run_1/gate_families.png
Scale: 4 px per um.
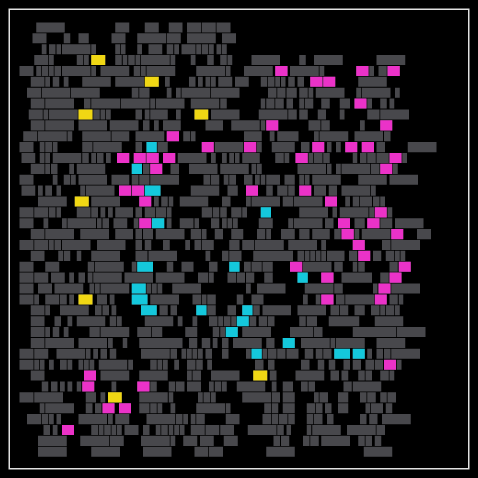
run_1/hierarchy.png
Scale: 3 px per um. Other sequential cells in the stronger grey, the rest of the logic in the fainter grey.
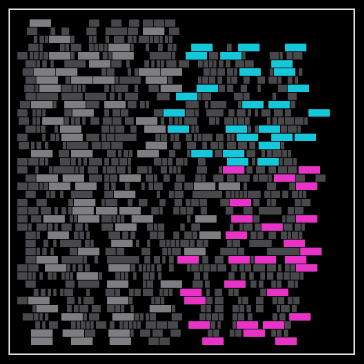
run_1/final_congestion.png
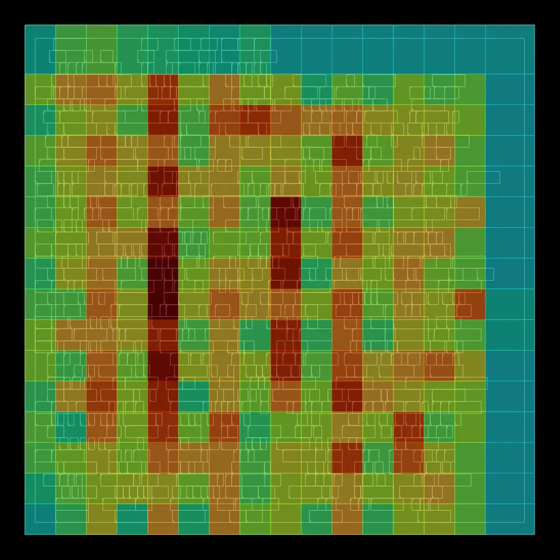
run_1/zoom.png
Region (42, 65) to (72, 95) um. Cells in grey, sequential cells in the stronger grey; small squares are vias.
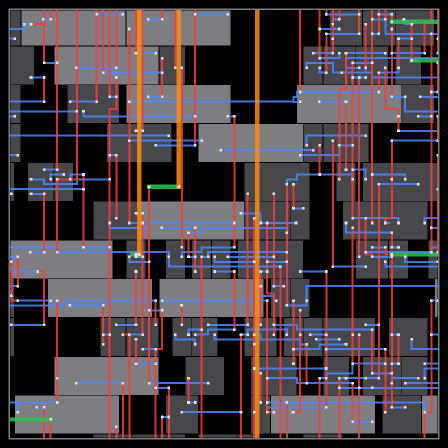
Design dht11_request_controller, sky130hd; sources not shown.
==> impl_metrics.py, run 1 <==
# Generated from Yosys and OpenROAD reports
metrics = {
    "grt": {
        "grt_first_pass_wirelength_um": 22700,
        "grt_max_degree": 60,
    },
    "cts": {
        "clkTransAtPathRegs_ns": 0.10,
        "clock_sinks": 124,
        "clock_latency_ns": 0.55,
        "cts-resized-gates": 0,
        "numCtsBuffers": 17,
        "clockRootBuffer": "clkbuf_4",
    },
    "worst_setup_path": {
        "rr_worst_depth": 12,
        "arrival_ns": 4.07,
        "r2r_slack_ns": 4.39,
        "cp.required_ns": 8.46,
        "crit_path_max_fanout": 8,
    },
    "detailed_routing": {
        "firstDrtPassIters": 6,
        "antenna_left": 0,
        "drt-initial-drc-count": 234,
        "vias": 5203,
    },
    "placed_design": {
        "place_congestion": 0.844,
        "place_ws_ns": 4.37,
        "dp_hpwl_um": 9580,
    },
    "power_and_ir_drop": {
        "ir_drop_mv": 0.114,
        "p_per_area_nw_per_um2": 201,
    },
    "final_timing": {
        "setup_violations": 0,
        "period_needed_ns": 3.71,
        "maxSlewHeadroom": 0.426,
        "drv_slew": 0,
        "setup_ws_ns": 4.39,
        "worst_pin_slew_ns": 0.858,
        "final_hold_viol_count": 0,
        "fmaxAchievable_ghz": 0.270,
    },
    "floorplan": {
        "die_w_um": 115,
        "fp.dieH_um": 115,
        "ios": 73,
        "initCoreUtil": 0.511,
        "core_um2": 12000,
    },
    "run_status": {
        "status": "completed",
    },
    "flow_run": {
        "warnings": 29,
    },
    "synthesis": {
        "synthArstFlopShare": 0,
        "synth_flops": 124,
        "synth_warnings": 0,
        "ys_cells": 731,
        "top_cells_by_count": "nand2_1 (136), dfxtp_1 (124), a21oi_1 (78)",
        "edf_count": 0,
        "most_common_cell": "nand2_1",
        "synth.distinct_cells": 56,
        "synth_top_area_share": 0.406,
    },
    "finish": {
        "n_antenna_cell": 0,
        "largest_reg_flops": 40,
        "regArea_um2": 2480,
        "fillers": 1067,
    },
}
-- gate_families.png (at the start) --
- yellow: multiplexers (cells 8)
- cyan: AND-OR and OR-AND gates (cells 19)
- magenta: XOR/XNOR gates (cells 50)
most used logic cell in the final layout: nand2_1
combinational share of cell area: 0.470
fin cells: 951

-- hierarchy.png (at the start) --
- magenta: `u_gap_timer` (flops 27)
- cyan: `u_timeout_timer` (flops 26)
- not coloured: 71
final core utilization: 0.598
total die size: 13100 um^2

-- final_congestion.png (at the start) --
GR met3 Demand/Resource: 0.0572
met2 usage: 0.372
gr usage total: 0.222
Wirelength per Cell: 13.9 um
met1 Use GR: 0.255

-- zoom.png (at the start) --
- orange: met4
- red: met2
- green: met3
- blue: met1
- most frequent: dfxtp_1 (13), nand2_1 (7), nor2_1 (6)
- cells with their middle in the window: 63
- sequential cells in the window: 13

-- run 1: layout make-up --
cell class | count | share of cell area
inverters | 27 | 0.0142
clock inverters | 15 | 0.0184
repair buffers | 78 | 0.107
multi-input cells | 543 | 0.470
well taps | 147 | 0.0257
clock buffers | 17 | 0.0178
flip-flops and latches | 124 | 0.347
-- run 1: stage by stage --
stage,cells,total power [W],utilization,hold WS (ns)
2_1_floorplan,694,0.000923,-,0.333
6_report,951,0.00144,0.598,0.360
5_1_grt,951,0.00153,0.598,0.386
3_3_place_gp,919,0.00104,0.576,0.342
4_1_cts,951,0.00145,0.598,0.363
3_5_place_dp,919,0.00105,0.576,0.348
-- run 1: kinds of logic (layout without fill, tap and decap cells) --
logic type                 Yosys count  in the layout  share of synthesized area
AOI/OAI and AO/OA                  149            149                      0.151
xor gates and xnor gates            50             50                     0.0717
and+or+nand+nor                    311            311                      0.246
DFF                                124            124                      0.406
muxes                                8              8                     0.0131
adders and majority gates           25             25                     0.0684
buffers and inverters               64            137                     0.0436
-- run 1: per-layer routing --
| metal | wire length, um | part of all wire | track usage | vias to the layer above |
|---|---|---|---|---|
| li1 | - | - | - | 2639 |
| met5 | 0 | 0 | - | - |
| met4 | 294 | 0.022 | 0.0862 | 0 |
| met3 | 636 | 0.048 | 0.0572 | 20 |
| met1 | 5810 | 0.44 | 0.255 | 2441 |
| met2 | 6500 | 0.49 | 0.372 | 103 |
-- run 1: where the power goes --
part / switching (W) / leakage [nW] / internal, W
Combinational: 0.000174 / 1.47 / 0.000162
Clock: 0.000227 / 0.137 / 0.000176
Sequential: 0.0000540 / 1.00 / 0.000648
-- run 1: critical path: stages, from the launching register on --
cell and delay [ns]:
dfxtp_1 0.34, fa_1 0.54, inv_1 0.05, fa_1 0.50, inv_1 0.04, ha_1 0.23
fa_1 0.41, xnor2_1 0.15, xnor2_1 0.12, nor4_1 0.30, o2111a_1 0.27, nand3_1 0.27
o21ai_0 0.29
-- run 1: placed cells by master, fill, tap and decap left out, drive strengths merged, types with 14 or more instances in the layout --
cell type      count
nand2            136
dfxtp            124
a21oi             78
clkdlybuf4s50     72
nor2              55
xor2              33
o21ai             32
inv               26
nand4             23
or3               21
nand3             19
xnor2             17
clkbuf            17
and3              14
fa                14
==> run 2: changes to the inputs <==
ABC_CLOCK_PERIOD_IN_PS = 3200   (was 8100)
PLACE_DENSITY = 0.76   (was 0.73)
clock period = 3.2 ns   (was 8.1 ns; I/O delays follow)
run_2/final_congestion.png
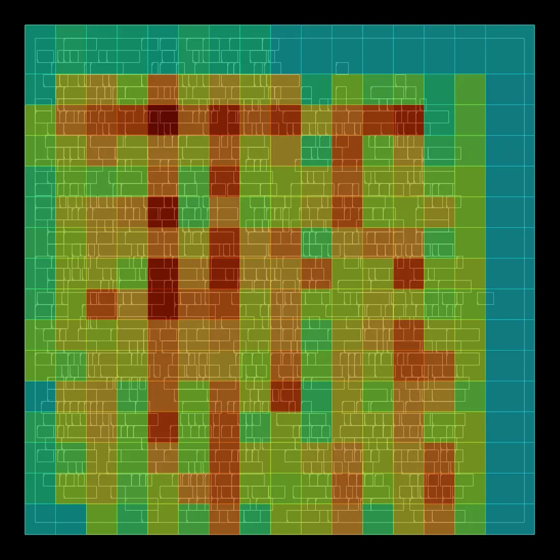
final core utilization: 0.611
Wirelength per Cell: 14.5 um

run_2/hierarchy.png
Scale: 3 px per um. Other sequential cells in the stronger grey, the rest of the logic in the fainter grey.
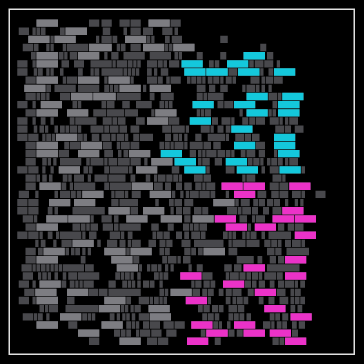
- magenta: `u_gap_timer` (flops 27)
- cyan: `u_timeout_timer` (flops 26)
fin cells: 956

==> run 2 against run 1 <==
The run now ends with setup timing left; fmax rose by 9.6%; clock power rose to 3.0 times the previous value; die size is the same; via count up 0.94%; total power rose to 2.7 times the previous value; non-clock buffer count increased by 5; critical path type unchanged; largest power group unchanged.
==> impl_metrics.py, run 2 <==
# Generated from Yosys and OpenROAD reports
metrics = {
    "run_status": {
        "status": "complete, but fails checks",
        "violations": "setup timing",
    },
    "final_timing": {
        "final_hold_viol_count": 0,
        "setup_violations": 13,
        "setup_ws_ns": -0.184,
    },
    "cts": {
        "clockRootBuffer": "clkbuf_4",
        "clkTransAtPathRegs_ns": 0.11,
        "numCtsBuffers": 17,
    },
    "detailed_routing": {
        "vias": 5252,
        "drt-initial-drc-count": 262,
        "antenna_left": 0,
    },
    "placed_design": {
        "post-place-cells": 924,
    },
    "floorplan": {
        "core_um2": 12000,
        "initCoreUtil": 0.511,
    },
    "synthesis": {
        "ys_cells": 731,
        "synthArstFlopShare": 0,
    },
    "power_and_ir_drop": {
        "ir_drop_mv": 0.366,
    },
    "worst_setup_path": {
        "crit_path_max_fanout": 4,
        "arrival_ns": 3.74,
        "cp_top_family": "AND-OR/OR-AND gates",
    },
}
-- run 2: per-stage QoR --
step / setup TNS [ns] / setup slack (ns)
final: -1.31 / -0.184
after global routing: -2.95 / -0.300
after CTS: -1.66 / -0.229
after detailed placement: -5.20 / -0.449
after global placement: -3.36 / -0.284
after floorplan: -0.909 / -0.142
-- run 2: kinds of logic after synthesis --
logic type / synth area share
simple gates: 0.246
buf+inv: 0.0436
compound gates: 0.151
mux: 0.0131
xor+xnor: 0.0717
flops: 0.406
fa+ha+maj: 0.0684
-- run 2: area by class of cell --
class,instances,area (um^2),area share
sequential,124,2480,0.340
multi-input combinational,543,3430,0.469
timing repair buffer,83,803,0.110
clock inverter,15,179,0.0245
tap,147,184,0.0252
clock buffer,17,128,0.0175
inverter,27,101,0.0139
-- run 2: routing by layer --
layer  part of all wire  global-route usage  routed length [um]
met5                  0                   -                   0
met4              0.018              0.0837                 249
met3              0.042              0.0503                 575
met2               0.51               0.393                7090
met1               0.43               0.256                5920
-- run 2: what timing repair did --
item	4_1_cts	5_1_grt
pin swaps	15	4
setup endpoints to repair	13	13
gates resized	20	3
gates cloned	0	0
-- run 2: report_power, final --
group          switching (W)  internal [W]  leakage, nW
logic               0.000487      0.000430         1.52
clock network       0.000593      0.000603        0.159
registers           0.000135       0.00164         1.00
total                0.00121       0.00267         2.68
-- run 2: worst reg2reg max path, cell delays in order, from the launching register on --
cell	delay [ns]
dfxtp_2	0.35
fa_1	0.53
inv_1	0.05
fa_1	0.48
inv_1	0.05
ha_2	0.19
buf_4	0.13
a211oi_1	0.28
o21bai_1	0.14
a211oi_1	0.33
o2111a_2	0.31
nand3_4	0.12
o221a_4	0.24
Power is estimated from default activity; no workload was simulated.
